--- src/rtl/semaforo_n.sv ---
// semaforo_n: N-way round-robin traffic-light controller (green / yellow / all-red).
// Latency: luz, ativo and pend are registered; a phase change shows on luz in the same cycle as the new state.
// Backpressure: none; hold freezes the green counter. Optional SEMAFORO_SKIP_EN selects demand-driven sequencing.
module semaforo_n #(
  parameter int N_WAYS     = 2,
  parameter int CNT_W      = 8,
  parameter int T_VERDE    = 4,
  parameter int T_AMARELO  = 2,
  parameter int T_VERMELHO = 1
) (
  input  logic                        clk,
  input  logic                        rst,
  input  logic [N_WAYS-1:0]           req,
  input  logic                        hold,
  output logic [3*N_WAYS-1:0]         luz,
  output logic [$clog2(N_WAYS)-1:0]   ativo,
  output logic [N_WAYS-1:0]           pend
);

  localparam int AW = $clog2(N_WAYS);

  typedef enum logic [1:0] {
    VERDE    = 2'd0,
    AMARELO  = 2'd1,
    VERMELHO = 2'd2
  } estado_t;

  estado_t              state_q, state_d;
  logic [AW-1:0]        ativo_q, ativo_d;
  logic [CNT_W-1:0]     cnt_q, cnt_d;
  logic [N_WAYS-1:0]    pend_q, pend_d;
  logic [3*N_WAYS-1:0]  luz_q, luz_d;
  logic [CNT_W-1:0]     t_fim;

  // Lamp pattern for a given phase and owning way: owner shows green/yellow, everyone else red.
  function automatic logic [3*N_WAYS-1:0] lamps(estado_t st, logic [AW-1:0] way);
    logic [3*N_WAYS-1:0] l;
    l = '0;
    for (int i = 0; i < N_WAYS; i++) begin
      if (st == VERDE && way == AW'(i))
        l[3*i +: 3] = 3'b001;
      else if (st == AMARELO && way == AW'(i))
        l[3*i +: 3] = 3'b010;
      else
        l[3*i +: 3] = 3'b100;
    end
    return l;
  endfunction

`ifdef SEMAFORO_SKIP_EN
  logic outros_pend;

  // First pending way searching cyclically from cur+1; keeps cur when nobody is waiting.
  function automatic logic [AW-1:0] proxima(logic [AW-1:0] cur, logic [N_WAYS-1:0] p);
    logic [AW-1:0] r;
    logic          found;
    int            idx;
    r     = cur;
    found = 1'b0;
    for (int k = 1; k <= N_WAYS; k++) begin
      idx = (int'(cur) + k) % N_WAYS;
      if (!found && p[idx]) begin
        r     = AW'(idx);
        found = 1'b1;
      end
    end
    return r;
  endfunction
`endif

  // Next-state, counter, pending-request and lamp computation.
  always_comb begin
    state_d = state_q;
    ativo_d = ativo_q;
    cnt_d   = cnt_q;
    pend_d  = pend_q;
    luz_d   = luz_q;
    t_fim   = CNT_W'(T_VERDE - 1);
`ifdef SEMAFORO_SKIP_EN
    outros_pend = |(pend_q & ~(N_WAYS'(1) << ativo_q));
`endif

    case (state_q)
      AMARELO:  t_fim = CNT_W'(T_AMARELO - 1);
      VERMELHO: t_fim = CNT_W'(T_VERMELHO - 1);
      default:  t_fim = CNT_W'(T_VERDE - 1);
    endcase

    if (int'(ativo_q) >= N_WAYS) begin
      state_d = VERDE;
      ativo_d = '0;
      cnt_d   = '0;
    end else begin
      case (state_q)
        VERDE: begin
          if (!hold) begin
            if (cnt_q == t_fim) begin
              cnt_d = '0;
`ifdef SEMAFORO_SKIP_EN
              // Nobody else waiting: stay green and restart the phase.
              if (outros_pend)
                state_d = AMARELO;
`else
              state_d = AMARELO;
`endif
            end else begin
              cnt_d = cnt_q + CNT_W'(1);
            end
          end
        end
        AMARELO: begin
          if (cnt_q == t_fim) begin
            cnt_d   = '0;
            state_d = VERMELHO;
          end else begin
            cnt_d = cnt_q + CNT_W'(1);
          end
        end
        VERMELHO: begin
          if (cnt_q == t_fim) begin
            cnt_d   = '0;
            state_d = VERDE;
`ifdef SEMAFORO_SKIP_EN
            ativo_d = proxima(ativo_q, pend_q);
`else
            ativo_d = (ativo_q == AW'(N_WAYS - 1)) ? '0 : ativo_q + AW'(1);
`endif
          end else begin
            cnt_d = cnt_q + CNT_W'(1);
          end
        end
        default: begin
          state_d = VERDE;
          ativo_d = '0;
          cnt_d   = '0;
        end
      endcase
    end

    // A way that will be green next cycle is served: its request is dropped (clear beats a new req).
    for (int i = 0; i < N_WAYS; i++) begin
      if (state_d == VERDE && ativo_d == AW'(i))
        pend_d[i] = 1'b0;
      else
        pend_d[i] = pend_q[i] | req[i];
    end

    // Lamps follow the next state so they change together with the state register.
    luz_d = lamps(state_d, ativo_d);
  end

  // State registers with asynchronous reset to way 0 green.
  always_ff @(posedge clk or posedge rst) begin
    if (rst) begin
      state_q <= VERDE;
      ativo_q <= '0;
      cnt_q   <= '0;
      pend_q  <= '0;
      luz_q   <= lamps(VERDE, '0);
    end else begin
      state_q <= state_d;
      ativo_q <= ativo_d;
      cnt_q   <= cnt_d;
      pend_q  <= pend_d;
      luz_q   <= luz_d;
    end
  end

  assign luz   = luz_q;
  assign ativo = ativo_q;
  assign pend  = pend_q;

endmodule
--- config.mk ---
export PLATFORM = sky130hd
export DESIGN_NAME = semaforo_n
export DESIGN_NICKNAME = d
export VERILOG_FILES = /design/src/rtl/semaforo_n.sv
export SDC_FILE = /design/constraint.sdc
export NUM_CORES = 1
export LEC_CHECK = 0
export ABC_AREA = 1
export CAP_MARGIN = 20
export CORE_ASPECT_RATIO = 0.7
export CORE_UTILIZATION = 47
export CTS_CLUSTER_SIZE = 12
export DETAILED_ROUTE_END_ITERATION = 12
export PLACE_DENSITY = 0.7
export SLEW_MARGIN = 20
export SYNTH_ARGS = -nofsm -noshare
export SYNTH_HDL_FRONTEND = slang
export SYNTH_SLANG_ARGS = --single-unit
export TNS_END_PERCENT = 5
--- constraint.sdc ---
create_clock -name clk -period 3.7 [get_ports clk]
set_input_delay 0.37 -clock clk [delete_from_list [all_inputs] [get_ports clk]]
set_output_delay 0.37 -clock clk [all_outputs]
set_load 0.05 [all_outputs]
==> results.yml, run 1 <==
# physical design summary
clock_network:
  clk_pin_slew_worst_paths_ns: 0.12
  worstSkewPairLatency_ns: 0.30
  cts-root-buf: "clkbuf_4"
  cts_buffers: 3
  cts_tree: "done"
outcome:
  status: "finished, final reports clean"
pwr:
  internal-power_w: 0.000435
  seqPwrFrac_pct: 41.6
  max-vdd-ir-drop_uv: 258
  pwr-share-comb_pct: 44.6
setup_path:
  path_class: "reg -> out"
  crit_family: "buffers and inverters"
  arrival_ns: 1.64
  critPathBufInv: 1
  slowest_stage: "clkdlybuf4s50_1"
final_timing:
  hold_slack_ns: 0.467
  tns_ns: 0
  rsz0062_at_grt: "no"
  fmax_mhz: 498
  finalMaxSlewViolations: 0
min_path:
  hold_path.class: "in -> async"
synthesis:
  ys_top_logic_family: "simple AND/OR/NAND/NOR gates"
  ys_chip_area_um2: 1090
  synth_top_area_share_pct: 39.1
  synth_cells: 132
  ys_ff: 19
  ys_sh_simple_pct: 33.6
  yosys_warnings: 0
  synth_area_um2: 1090
  avgSynthCellArea_um2: 8.25
final_layout:
  diodes: 0
  drive_above_1_share_pct: 17.4
  nets: 162
grt:
  met1_usage_pct: 28.8
  antenna_found_initial: 0
  groute.usage.overall_pct: 19.5
drt:
  wl_per_cell_um: 11.3
  drtIter0Drc: 40
floorplan:
  chipArea_um2: 2520
  ios: 14
place:
  dp_hpwl_um: 1610
## run 1: state kept, by name (all words and copies together), names as in the netlist
signal / flops
pend: 2
luz: 6
cnt_q: 8
ativo: 1
state_q: 2
## run 1: layout by cell type (no fill, tap or decap), types with 2 or more instances in the layout
master | Yosys | layout
nand2_2 | 6 | 6
nor3b_2 | 2 | 2
dfrtp_1 | 17 | 17
clkbuf_4 | 0 | 3
a21oi_1 | 3 | 3
nor2_2 | 2 | 2
nand3_2 | 3 | 3
or2_2 | 2 | 2
clkdlybuf4s50_1 | 0 | 13
and3_1 | 2 | 2
dfstp_2 | 2 | 2
nand2_1 | 27 | 27
nand3_1 | 7 | 7
inv_2 | 2 | 2
nor2_4 | 2 | 2
nor2_1 | 12 | 12
o21ai_0 | 4 | 4
ha_1 | 7 | 7
nor3_1 | 4 | 4
inv_1 | 23 | 23
## run 1: per-stage QoR
step / area (um2) / total power, W / setup slack, ns / utilization (%) / cells
2_1_floorplan: 1090 / 0.000590 / 2.04 / - / 132
3_3_place_gp: 1260 / 0.000666 / 1.84 / 57.9 / 177
3_5_place_dp: 1260 / 0.000675 / 1.75 / 57.9 / 177
4_1_cts: 1290 / 0.000791 / 1.68 / 59.3 / 181
5_1_grt: 1290 / 0.000853 / 1.49 / 59.3 / 181
6_report: 1290 / 0.000784 / 1.69 / 59.3 / 181
## run 1: synth_stat cells, drive strengths merged
cell type and n:
a21oi 3, a22oi 1, a211oi 1, and3 2
or2 2, nor3 4, inv 25, ha 7
o21ai 5, dfstp 2, nand2 34, dfrtp 17
nor2 16, nand3 10, nor3b 2, xor2 1
## run 1: cell type report
| cell class | count | area share [%] |
|---|---|---|
| clock buffers | 3 | 1.75 |
| multi-input cells | 88 | 40.1 |
| clock inverters | 1 | 0.583 |
| well taps | 32 | 3.11 |
| flip-flops and latches | 19 | 37.1 |
| inverters | 25 | 7.28 |
| repair buffers | 13 | 10.1 |
## run 1: cell families after synthesis
kind of cell / after synthesis
and+or+nand+nor: 70
buffers and inverters: 25
DFF: 19
AOI/OAI and AO/OA: 10
adders and majority gates: 7
xor gates and xnor gates: 1
## run 1: power by group through the flow
stage,Sequential (W),Combinational (W),Clock [W]
2_1_floorplan,0.000365,0.000225,0
4_1_cts,0.000325,0.000351,0.000114
6_report,0.000326,0.000350,0.000108
5_1_grt,0.000335,0.000395,0.000123
3_5_place_dp,0.000329,0.000346,0
3_3_place_gp,0.000326,0.000340,0
## run 1: worst paths after layout
| check | slack, ns | startpoint | endpoint |
|---|---|---|---|
| setup reg to reg | 1.71 | state_q[1]$_DFF_PP0_ | cnt_q[4]$_DFFE_PP0P_ |
| setup / recovery | 1.69 | luz[0]$_DFF_PP1_ | luz[0] |
| max in group asynchronous | 2.78 | rst | luz[1]$_DFF_PP0_ |
| hold / removal | 0.47 | rst | state_q[1]$_DFF_PP0_ |
| min in group clk | 0.57 | cnt_q[6]$_DFFE_PP0P_ | cnt_q[6]$_DFFE_PP0P_ |
| hold reg to reg | 0.57 | cnt_q[6]$_DFFE_PP0P_ | cnt_q[6]$_DFFE_PP0P_ |
## run 1: metal layers
layer	up-vias	routed length, um
met4	0	14
met1	373	1070
li1	440	-
met2	29	837
met5	-	0
met3	4	122
### M1 wires, run 1

Scale: 10 px per um. Supply wires on this layer in grey. Cells faint in the background.
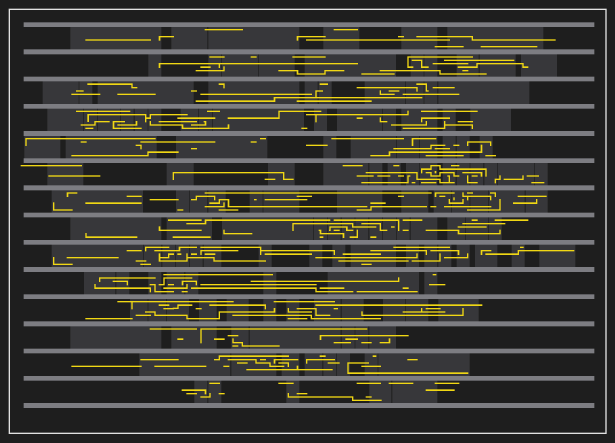
nets with wire on the layer	144
wire length on this layer	1070 um

### Placement view, run 1

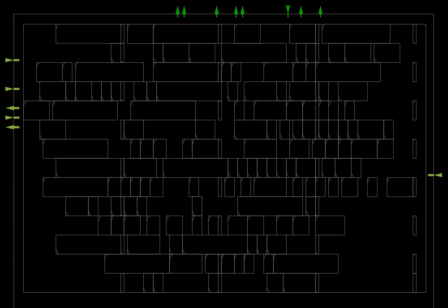
floorplan core area: 2170 um2
final core utilization: 59.3%
n_taps: 32
flip-flops: 19
filler instances: 199

### I/O nets highlighted, run 1

Scale: 6 px per um.
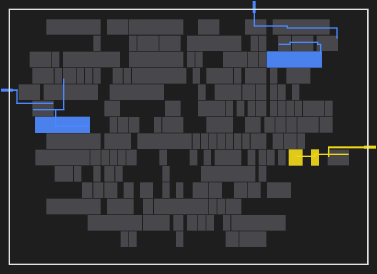
colour	port	bits	direction	edge	end cells	buffers	wire
blue	pend	2	output	1 north, 1 west	2	2	54.6 um
yellow	hold	1	input	east	2	1	16.8 um

### Cell sizes after repair, run 1

Scale: 6 px per um.
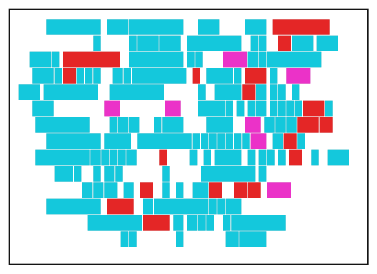

--- run 2 (diff from run 1) ---
- clock period: 3.7 -> 2.1 ns (I/O delays scaled with it)
### Cell sizes after repair, run 2

Scale: 6 px per um.
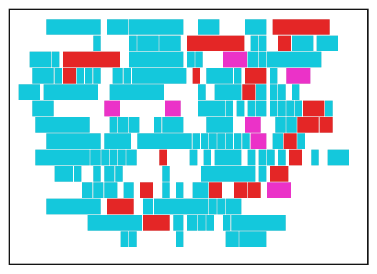
colour	size	cells	share
magenta	drive 3 to 4	7	4.7%
red	drive 2	21	14%
cyan	drive 1 or less	121	81%

==> results.yml, run 2 <==
# physical design summary
min_path:
  hold_path.class: "in -> async"
pwr:
  max-vdd-ir-drop_uv: 453
  fin_total_pwr_w: 0.00139
final_layout:
  largest-register: "cnt_q"
  largest_register_ffs: 8
  drive_above_1_share_pct: 18.8
  final_cell_mix: "27 x nand2_1, 23 x inv_1, 16 x dfrtp_1, 13 x clkdlybuf4s50_1, 12 x nor2_1"
  lay_top_count: "nand2_1"
floorplan:
  ios: 14
  chipArea_um2: 2520
grt:
  groute.usage.overall_pct: 19.5
  antenna_found_initial: 0
synthesis:
  synth-edff-count: 0
  ys_chip_area_um2: 1090
  synth_area_um2: 1090
  synth_top_area_share_pct: 39.1
  synthArstFlopShare_pct: 100
place:
  dp_hpwl_um: 1610
  pre_cts_ws_ns: 0.152
final_timing:
  tns_ns: 0
clock_network:
  cts_tree: "done"
  clk_pin_slew_worst_paths_ns: 0.12
outcome:
  status: "finished, final reports clean"
## run 2: cell counts after synthesis
No cell type changed its count.
## run 2: where the power goes
part	internal (W)	leakage (nW)	switching, W
sequential	0.000476	0.235	0.000101
combinational	0.000220	0.410	0.000399
clock	0.0000724	0.0139	0.000119
## run 2: final timing paths
| check | start | endpoint | slack [ns] | cells past startpoint |
|---|---|---|---|---|
| worst min register to register | cnt_q[6]$_DFFE_PP0P_ | cnt_q[6]$_DFFE_PP0P_ | 0.57 | 2 |
| max in group asynchronous | rst | state_q[1]$_DFF_PP0_ | 1.31 | 2 |
| worst min-delay path | rst | pend[0]$_DFF_PP0_ | 0.31 | 2 |
| worst max register to register | state_q[0]$_DFF_PP0_ | pend[1]$_DFF_PP0_ | 0.18 | 12 |
| min in group clk | req[0] | pend[0]$_DFF_PP0_ | 0.56 | 4 |
| worst max-delay path | state_q[0]$_DFF_PP0_ | pend[1]$_DFF_PP0_ | 0.18 | 12 |
## run 2: metal layers
layer / GRT usage, % / vias up / part of all wire (%)
met5: 0 / - / 0
met2: 27.6 / 23 / 41
met1: 28.8 / 379 / 52
met3: 6.17 / 4 / 5.2
met4: 5.12 / 0 / 1.1
li1: - / 440 / -
## run 2: area by class of cell
type	instances	area (um2)	share of cell area [%]
clock inverters	1	7.51	0.580
well taps	32	40.0	3.09
clock buffers	3	22.5	1.74
repair buffers	13	130	10.1
inverters	25	93.8	7.25
multi-input cells	88	520	40.2
flip-flops and latches	19	479	37.0
## run 2: logic make-up after synthesis
family / Yosys count / share of synthesized area, %
compound gates: 10 / 5.06
xor+xnor: 1 / 0.805
fa+ha+maj: 7 / 8.05
buf+inv: 25 / 8.62
flops: 19 / 43.9
simple gates: 70 / 33.6
## run 2: critical path, stage by stage, from the launching register on
cell	delay, ns
dfrtp_1	0.46
inv_1	0.12
ha_1	0.32
nand2_1	0.09
nand2_1	0.10
nor2_4	0.16
nand3_1	0.10
nand2_1	0.08
nand3_2	0.10
inv_2	0.08
nand3_1	0.10
nand2_1	0.07
inv_1	0.04
## run 2: what timing repair did
item                       4_1_cts  5_1_grt
setup endpoints to repair        0        6
resized                          0        2
hold buffers                     0        0
## run 2: metrics by stage
stage	hold WS (ns)	utilization, %	std cells
after global routing	0.382	59.6	181
after floorplan	0.160	-	132
after CTS	0.321	59.3	181
after global placement	0.536	57.9	177
after detailed placement	0.541	57.9	177
final	0.307	59.6	181
--- run 3 (diff from run 2) ---
- SLEW_MARGIN: 20 -> 10
### M1 wires, run 3

Scale: 10 px per um. Supply wires on this layer in grey. Cells faint in the background.
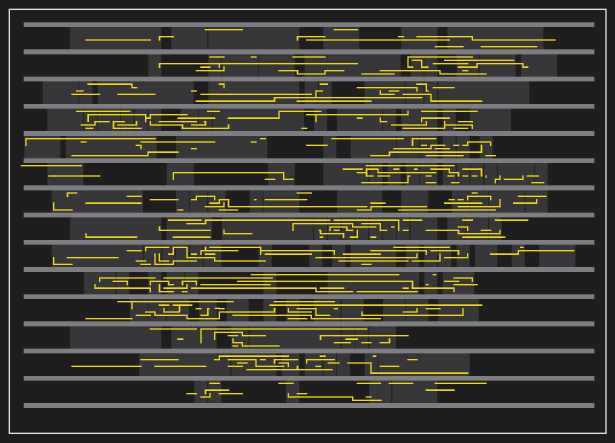
nets with wire on the layer	145
wire length on this layer	1080 um
main direction	horizontal
longest straight run	21.2 um

==> results.yml, run 3 <==
# physical design summary
floorplan:
  coreArea_um2: 2170
  chipArea_um2: 2520
  ios: 14
pwr:
  max-vdd-ir-drop_uv: 453
  fin_total_pwr_w: 0.00139
synthesis:
  synth_area_um2: 1090
  synth_top_area_share_pct: 39.1
  synth-edff-count: 0
  ys_chip_area_um2: 1090
  synthArstFlopShare_pct: 100
final_timing:
  finalMaxSlewViolations: 0
final_layout:
  largest-register: "cnt_q"
  largest_register_ffs: 8
  regArea_um2: 479
  lay_top_count: "nand2_1"
  combGateArea_um2: 520
  final_cell_mix: "27 x nand2_1, 23 x inv_1, 16 x dfrtp_1, 13 x clkdlybuf4s50_1, 12 x nor2_1"
  drive_above_1_share_pct: 18.8
grt:
  groute.usage.overall_pct: 19.5
  grt_pass1_vias: 833
  antenna_found_initial: 0
place:
  dp_hpwl_um: 1610
  gp_congestion: 0.817
  place_area_um2: 1260
  port_buffers: 13
clock_network:
  ctsHoldBuffers: 0
  cts_tree: "done"
  cts_buffer_depth: 2
  cts_resized: 0
  clk_pin_slew_worst_paths_ns: 0.12
outcome:
  status: "finished, final reports clean"
min_path:
  hold_path.class: "in -> async"
==> run 3: cell counts in the layout (fill, tap and decap cells not counted) <==
Identical to the previous run, type by type.
==> run 3: cell type report <==
cell class | count | area share (%)
multi-input cells | 88 | 40.2
flip-flops and latches | 19 | 37.0
repair buffers | 13 | 10.1
inverters | 25 | 7.25
well taps | 32 | 3.09
clock buffers | 3 | 1.74
clock inverters | 1 | 0.580
==> run 3: cells by family (layout without fill, tap and decap cells) <==
group | count (synthesis) | count (layout) | synth area share [%]
AND-OR/OR-AND | 10 | 10 | 5.06
flip-flops | 19 | 19 | 43.9
AND/OR/NAND/NOR | 70 | 70 | 33.6
buffers and inverters | 25 | 42 | 8.62
XOR/XNOR | 1 | 1 | 0.805
adder cells (fa/ha/maj) | 7 | 7 | 8.05
==> run 3: through the flow <==
step	cells	TNS (ns)	utilization, %	setup WS, ns	hold slack [ns]
floorplan	132	0	-	0.443	0.160
global placement	177	0	57.9	0.236	0.536
detailed placement	177	0	57.9	0.152	0.541
CTS	181	0	59.3	0.113	0.321
global route	181	-0.00636	59.6	-0.00636	0.382
finish	181	0	59.6	0.181	0.307
==> run 3: layer usage <==
| layer | GRT usage (%) | part of all wire (%) |
|---|---|---|
| met5 | 0 | 0 |
| met4 | 5.12 | 1.1 |
| met3 | 6.17 | 5.2 |
| met2 | 27.6 | 41 |
| met1 | 28.8 | 52 |
==> run 3: power breakdown <==
part           internal [W]  switching, W  leakage [nW]
clock             0.0000724      0.000119        0.0139
combinational      0.000220      0.000399         0.410
sequential         0.000476      0.000101         0.235
total              0.000768      0.000619         0.659
==> run 3: path summary, 6_finish.rpt <==
kind / from / endpoint / slack [ns] / depth (start not counted)
worst min register to register: cnt_q[6]$_DFFE_PP0P_ / cnt_q[6]$_DFFE_PP0P_ / 0.57 / 2
worst max-delay path: state_q[0]$_DFF_PP0_ / pend[1]$_DFF_PP0_ / 0.18 / 12
worst min-delay path: rst / pend[0]$_DFF_PP0_ / 0.31 / 2
min in group clk: req[0] / pend[0]$_DFF_PP0_ / 0.56 / 4
worst max register to register: state_q[0]$_DFF_PP0_ / pend[1]$_DFF_PP0_ / 0.18 / 12
max in group asynchronous: rst / state_q[1]$_DFF_PP0_ / 1.31 / 2
==> run 3: critical path, cell delays in order, from the launching register on <==
cell and delay (ns):
dfrtp_1 0.46, inv_1 0.12, ha_1 0.32, nand2_1 0.09, nand2_1 0.10, nor2_4 0.16
nand3_1 0.10, nand2_1 0.08, nand3_2 0.10, inv_2 0.08, nand3_1 0.10, nand2_1 0.07
inv_1 0.04
Power and IR drop assume default switching activity.
